[src/rtl/fetch_pkg.sv]
// Shared types for the fetch stage: instruction-bus request/response, the
// decode-facing output record, the fetch FSM encoding and reset defaults.
package fetch_pkg;

    localparam logic [63:0]  PC_INIT_DEFAULT = 64'h8000_0000;
    localparam int unsigned  PC_STEP_DEFAULT = 4;

    typedef struct packed {
        logic        valid;
        logic [63:0] addr;
    } ibus_req_t;

    typedef struct packed {
        logic        addr_ok;
        logic        data_ok;
        logic [63:0] data;
    } ibus_resp_t;

    typedef struct packed {
        logic [31:0] raw_instr;
    } instr_t;

    typedef struct packed {
        instr_t      instr;
        logic [63:0] pc;
    } fetch_data_t;

    typedef enum logic [1:0] {
        IDLE,
        WAIT,
        FLUSH
    } fetch_state_t;

endpackage

[src/rtl/fetch_if.sv]
// Fetch-stage boundary: instruction bus, hazard/redirect inputs and the
// instruction handed to decode.
interface fetch_if;
    import fetch_pkg::*;

    ibus_req_t   ireq;
    ibus_resp_t  iresp;
    logic        stall;
    logic        redirect_valid;
    logic [63:0] redirect_pc;
    fetch_data_t dataF;
    logic        dataF_valid;

    modport master (
        output ireq,
        output dataF,
        output dataF_valid,
        input  iresp,
        input  stall,
        input  redirect_valid,
        input  redirect_pc
    );

    modport slave (
        input  ireq,
        input  dataF,
        input  dataF_valid,
        output iresp,
        output stall,
        output redirect_valid,
        output redirect_pc
    );

endinterface

[src/rtl/fetch_pcselect.sv]
// Next-PC mux: redirect target beats sequential advance, otherwise hold.
module fetch_pcselect #(
    parameter int unsigned PC_STEP = 4
) (
    input  logic [63:0] pc_i,
    input  logic        redirect_valid_i,
    input  logic [63:0] redirect_pc_i,
    input  logic        advance_i,
    output logic [63:0] pc_d_o
);

    always_comb begin
        pc_d_o = pc_i;
        if (redirect_valid_i) begin
            pc_d_o = redirect_pc_i;
        end else if (advance_i) begin
            pc_d_o = pc_i + 64'(PC_STEP);
        end
    end

endmodule

[src/rtl/fetch.sv]
// Instruction-fetch stage: owns the PC, issues one word read at a time and
// holds one instruction for decode. Optional counters under FETCH_PERF_EN.
module fetch
    import fetch_pkg::*;
#(
    parameter logic [63:0] PC_INIT = PC_INIT_DEFAULT,
    parameter int unsigned PC_STEP = PC_STEP_DEFAULT
) (
    input  logic        clk,
    input  logic        reset,
    fetch_if.master     bus
`ifdef FETCH_PERF_EN
    ,
    output logic [63:0] perf_fetched,
    output logic [63:0] perf_bubble
`endif
);

    fetch_state_t state_q, state_d;
    logic [63:0]  pc_q, pc_d;
    ibus_req_t    req_q, req_d;
    fetch_data_t  data_q, data_d;
    logic         valid_q, valid_d;
    logic         deliver;

    logic         stall, redirect, data_ok;

    assign stall    = bus.stall;
    assign redirect = bus.redirect_valid;
    assign data_ok  = bus.iresp.data_ok;

    fetch_pcselect #(
        .PC_STEP (PC_STEP)
    ) u_pcselect (
        .pc_i             (pc_q),
        .redirect_valid_i (redirect),
        .redirect_pc_i    (bus.redirect_pc),
        .advance_i        (deliver),
        .pc_d_o           (pc_d)
    );

    always_ff @(posedge clk or posedge reset) begin
        if (reset) begin
            state_q <= IDLE;
            pc_q    <= PC_INIT;
            req_q   <= '0;
            data_q  <= '0;
            valid_q <= 1'b0;
        end else begin
            state_q <= state_d;
            pc_q    <= pc_d;
            req_q   <= req_d;
            data_q  <= data_d;
            valid_q <= valid_d;
        end
    end

    always_comb begin
        state_d = state_q;
        req_d   = req_q;
        data_d  = data_q;
        valid_d = valid_q;
        deliver = 1'b0;

        if (valid_q && !stall) begin
            valid_d = 1'b0;
        end

        unique case (state_q)
            IDLE: begin
                if (!redirect && (!valid_q || !stall)) begin
                    req_d.valid = 1'b1;
                    req_d.addr  = pc_q;
                    state_d     = WAIT;
                end
            end
            WAIT: begin
                // A redirect coinciding with data_ok drops the data and
                // skips FLUSH, since nothing is left in flight.
                if (data_ok) begin
                    req_d.valid = 1'b0;
                    state_d     = IDLE;
                    deliver     = !redirect;
                end else if (redirect) begin
                    state_d = FLUSH;
                end
            end
            FLUSH: begin
                if (data_ok) begin
                    req_d.valid = 1'b0;
                    state_d     = IDLE;
                end
            end
            default: begin
                state_d = IDLE;
            end
        endcase

        if (deliver) begin
            data_d.instr.raw_instr = bus.iresp.data[31:0];
            data_d.pc              = pc_q;
            valid_d                = 1'b1;
        end

        if (redirect) begin
            valid_d = 1'b0;
        end
    end

    assign bus.ireq        = req_q;
    assign bus.dataF       = data_q;
    assign bus.dataF_valid = valid_q;

`ifdef FETCH_PERF_EN
    logic [63:0] fetched_q, bubble_q;

    always_ff @(posedge clk or posedge reset) begin
        if (reset) begin
            fetched_q <= '0;
            bubble_q  <= '0;
        end else begin
            if (valid_q && !stall && !redirect) begin
                fetched_q <= fetched_q + 64'd1;
            end
            if (!valid_q && !stall) begin
                bubble_q <= bubble_q + 64'd1;
            end
        end
    end

    assign perf_fetched = fetched_q;
    assign perf_bubble  = bubble_q;
`endif

endmodule

[src/flat_wrapper.sv]
// flat-port wrapper written by rule: the top's interface ports become plain ports
module fetch_flat import fetch_pkg::*;
#(
    parameter logic [63:0] PC_INIT = PC_INIT_DEFAULT,
    parameter int unsigned PC_STEP = PC_STEP_DEFAULT
)
  (clk, reset, bus_ireq, bus_dataF, bus_dataF_valid, bus_iresp, bus_stall, bus_redirect_valid, bus_redirect_pc);
  fetch_if bus_i ();
  input  logic clk;
  input  logic reset;
  output wire logic [$bits(bus_i.ireq)-1:0] bus_ireq;
  output wire logic [$bits(bus_i.dataF)-1:0] bus_dataF;
  output wire logic [$bits(bus_i.dataF_valid)-1:0] bus_dataF_valid;
  input wire logic [$bits(bus_i.iresp)-1:0] bus_iresp;
  input wire logic [$bits(bus_i.stall)-1:0] bus_stall;
  input wire logic [$bits(bus_i.redirect_valid)-1:0] bus_redirect_valid;
  input wire logic [$bits(bus_i.redirect_pc)-1:0] bus_redirect_pc;
  assign bus_ireq = bus_i.ireq;
  assign bus_dataF = bus_i.dataF;
  assign bus_dataF_valid = bus_i.dataF_valid;
  assign bus_i.iresp = bus_iresp;
  assign bus_i.stall = bus_stall;
  assign bus_i.redirect_valid = bus_redirect_valid;
  assign bus_i.redirect_pc = bus_redirect_pc;
  fetch #(.PC_INIT(PC_INIT), .PC_STEP(PC_STEP)) u_core (.clk(clk), .reset(reset), .bus(bus_i));
endmodule
[config.mk]
export PLATFORM = sky130hd
export DESIGN_NAME = fetch_flat
export DESIGN_NICKNAME = d
export VERILOG_FILES = /design/src/rtl/fetch_pkg.sv /design/src/rtl/fetch_if.sv /design/src/rtl/fetch_pcselect.sv /design/src/rtl/fetch.sv /design/src/flat_wrapper.sv
export SDC_FILE = /design/constraint.sdc
export NUM_CORES = 1
export LEC_CHECK = 0
export CAP_MARGIN = 30
export CORE_UTILIZATION = 45
export CTS_CLUSTER_SIZE = 16
export DETAILED_ROUTE_END_ITERATION = 16
export PLACE_DENSITY = 0.77
export SLEW_MARGIN = 10
export SYNTH_ARGS = -nofsm -noshare
export SYNTH_HDL_FRONTEND = slang
export SYNTH_SLANG_ARGS = --single-unit
[constraint.sdc]
create_clock -name clk -period 19.45 [get_ports clk]
set_clock_uncertainty 0.1 [all_clocks]
set_input_delay 5.835 -clock clk [delete_from_list [all_inputs] [get_ports clk]]
set_output_delay 5.835 -clock clk [all_outputs]
set_load 0.1 [all_outputs]
sizing.png
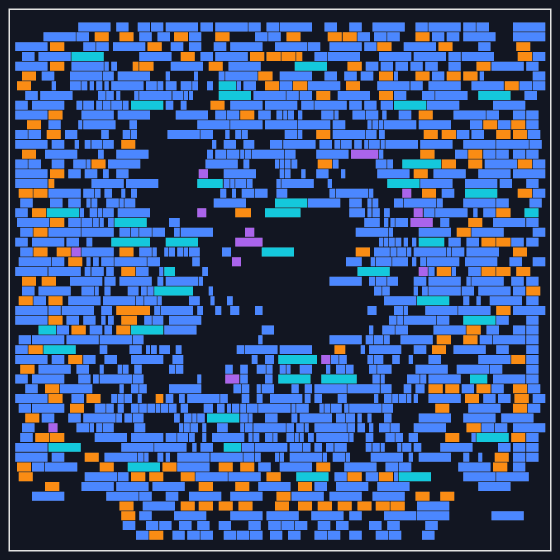
Purple is x3 and x4, cells 14, share 1.3%, most used buf_4. Cyan is x6 and larger, cells 39, share 3.6%, most used clkbuf_16. Blue is x1 and smaller, cells 877, share 80%, most used clkdlybuf4s50_1. Orange is x2, cells 163, share 15%, most used mux2_2.
Final WS setup: 11.07 ns
area grow syn2layout: 38.8%
design area: 13700 um2

m3.png
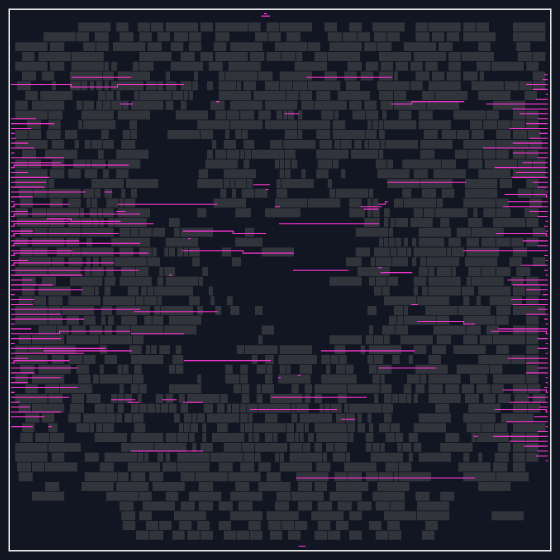
The wires run mostly horizontal. The layer carries 1940 um of wire. The layer holds 7.6% of the routed length. 165 nets have wire on it.
Post-Route WL: 25600 um
via count: 7377
Global Route met3 Usage: 6.21%

gates.png
The bar under the picture is 50 um long.
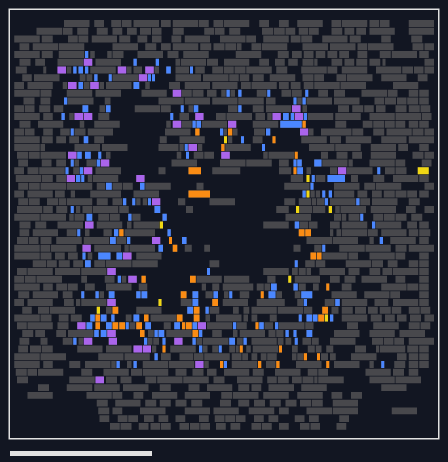
Purple is xor and xnor cells, cells 43. Yellow is inv cells, cells 11. Blue is nand cells, cells 149. Orange is nor cells, cells 48.
Non-Filler Instances: 1368
Comb/total area: 29.1%
Commonest Layout Cell: clkdlybuf4s50_1

clock_wires.png
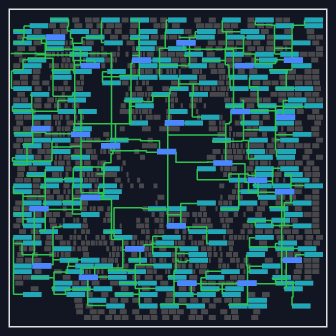
Cyan is flip-flops, count 228. Green is clock wires, length 2890 um. Blue is clock-net drivers, count 25.
There are 26 routed clock nets. Position of the flops: spread over the die.

==> results_slide.txt <==
Implementation Results

Outcome
  • Outcome: finished, final reports clean

Placed design
  • GP Congestion: 0.781
  • Placed cell count: 1320
  • HPWL after DPL: approximately 17000 um

Min path
  • Worst Hold Launch: u_core.bus.ireq[27]
  • Hold depth: 2

Synthesis
  • Top cells by area: dfrtp_1 57%, mux2_2 18%, nand2_1 3.4%, o21ai_0 3.0%, xor2_1 2.5%
  • Synthesized cell area: 9890 um2
  • Aoi/oai-family share of the synthesized area: 5.26%
  • Post-synth regs: approximately 230
  • Top FF cell, synth: dfrtp_1
  • Nets at Floorplan: 957
  • Logic family by area: multiplexers
  • Count leader, synth: dfrtp_1
  • Area leader, netlist: dfrtp_1
  • Yosys xor share: 3.81%

Finish
  • Reg area: 5710 um2
  • Clkbuf count: 37
  • Non-CTS inverters: 11
  • NumNets Final: 1214
  • Buffering overhead: 20.2%
  • Ant. Diodes: 0
  • Leading cell kind: sequential cells

Clock tree
  • Clock sink count: 228
  • PostCTS Resize Cnt: 0
  • Total CTS buffers: 25
  • Hold-fix buffers at CTS: 0
  • Clock slew at reported path FFs: 0.06 ns
  • Post-CTS Repair Setup Buffers: 0

Critical path
  • WP data required: 19.79 ns
  • Reg-to-Reg Start: u_core.state_q[1]
  • R2R Path End: u_core.pc_q[58]
  • Reg2reg setup slack: 16.14 ns
  • Crit. End Element: flop
  • Critical Path AT: 8.71 ns
  • Worst R2R Path Depth: 7

Final timing
  • RSZ-0062 raised after global routing: no
  • Slew headroom: 29.4%
  • Fin crit period: 8.38 ns
  • Total Neg Setup Slack: 0 ns

Floorplan
  • Initial Util: between 40% and 50%
  • Chip Area: around 23000 um2
  • Tap Count: 275
  • Die Ht: 150 um

Flow run
  • OpenROAD warnings: about 63

GRT
  • Number of global-route vias before repair: ~7500
  • First-pass GRT wire length: slightly above 40000 um
  • Total track usage: 22.9%

Detailed routing
  • Routed vias/inst: 5.39
  • DRC Markers: 0
-- registers in the layout, indices dropped and copies added (netlist names) --
register                count
u_core.bus.dataF           96
u_core.bus.dataF_valid      1
u_core.bus.ireq            65
u_core.pc_q                64
u_core.state_q              2
-- through the flow --
stage	cell area (um2)	hold slack [ns]	utilization, %	worst slack, ns
after detailed placement	12800	0.370	60.2	10.54
after global placement	12800	0.363	60.0	10.61
final	13700	0.381	64.5	11.07
after global routing	13700	0.407	64.5	11.00
after CTS	13700	0.383	64.3	11.09
after floorplan	9890	0.395	-	7.27
-- layer usage --
metal  up-vias  share of wire [%]  track usage, %
met1      3688                 42            29.5
li1       3438                  -               -
met5         -                  0               0
met2       215                 48            38.4
met3        36                7.6            6.21
met4         0                1.8            4.75
-- layout by cell type (no fill, tap or decap), types with 3 or more instances in the layout --
cell type,n
a21oi_1,4
clkbuf_16,25
or3_1,8
xor2_1,28
ha_1,6
dfrtp_1,227
nor2_1,19
clkinv_2,3
inv_1,10
clkbuf_8,4
o21ai_0,60
clkbuf_1,8
nand4_1,28
mux2i_1,3
clkdlybuf4s50_1,261
a31oi_1,13
bufinv_16,4
and3_1,10
mux2_2,155
and4_1,6
a22oi_1,3
nor2b_1,4
and2_1,3
o31ai_1,5
xnor2_1,15
nand3_1,26
nand2_1,89
nor3_1,10
buf_4,9
nor4_1,13
or4_1,9
-- worst max-delay path, cell delays in order --
cell and delay (ns):
clkdlybuf4s50_1 0.56, nand2_1 0.22, or4_1 0.73, or4_4 0.65, or4_1 0.53, a31oi_1 0.18
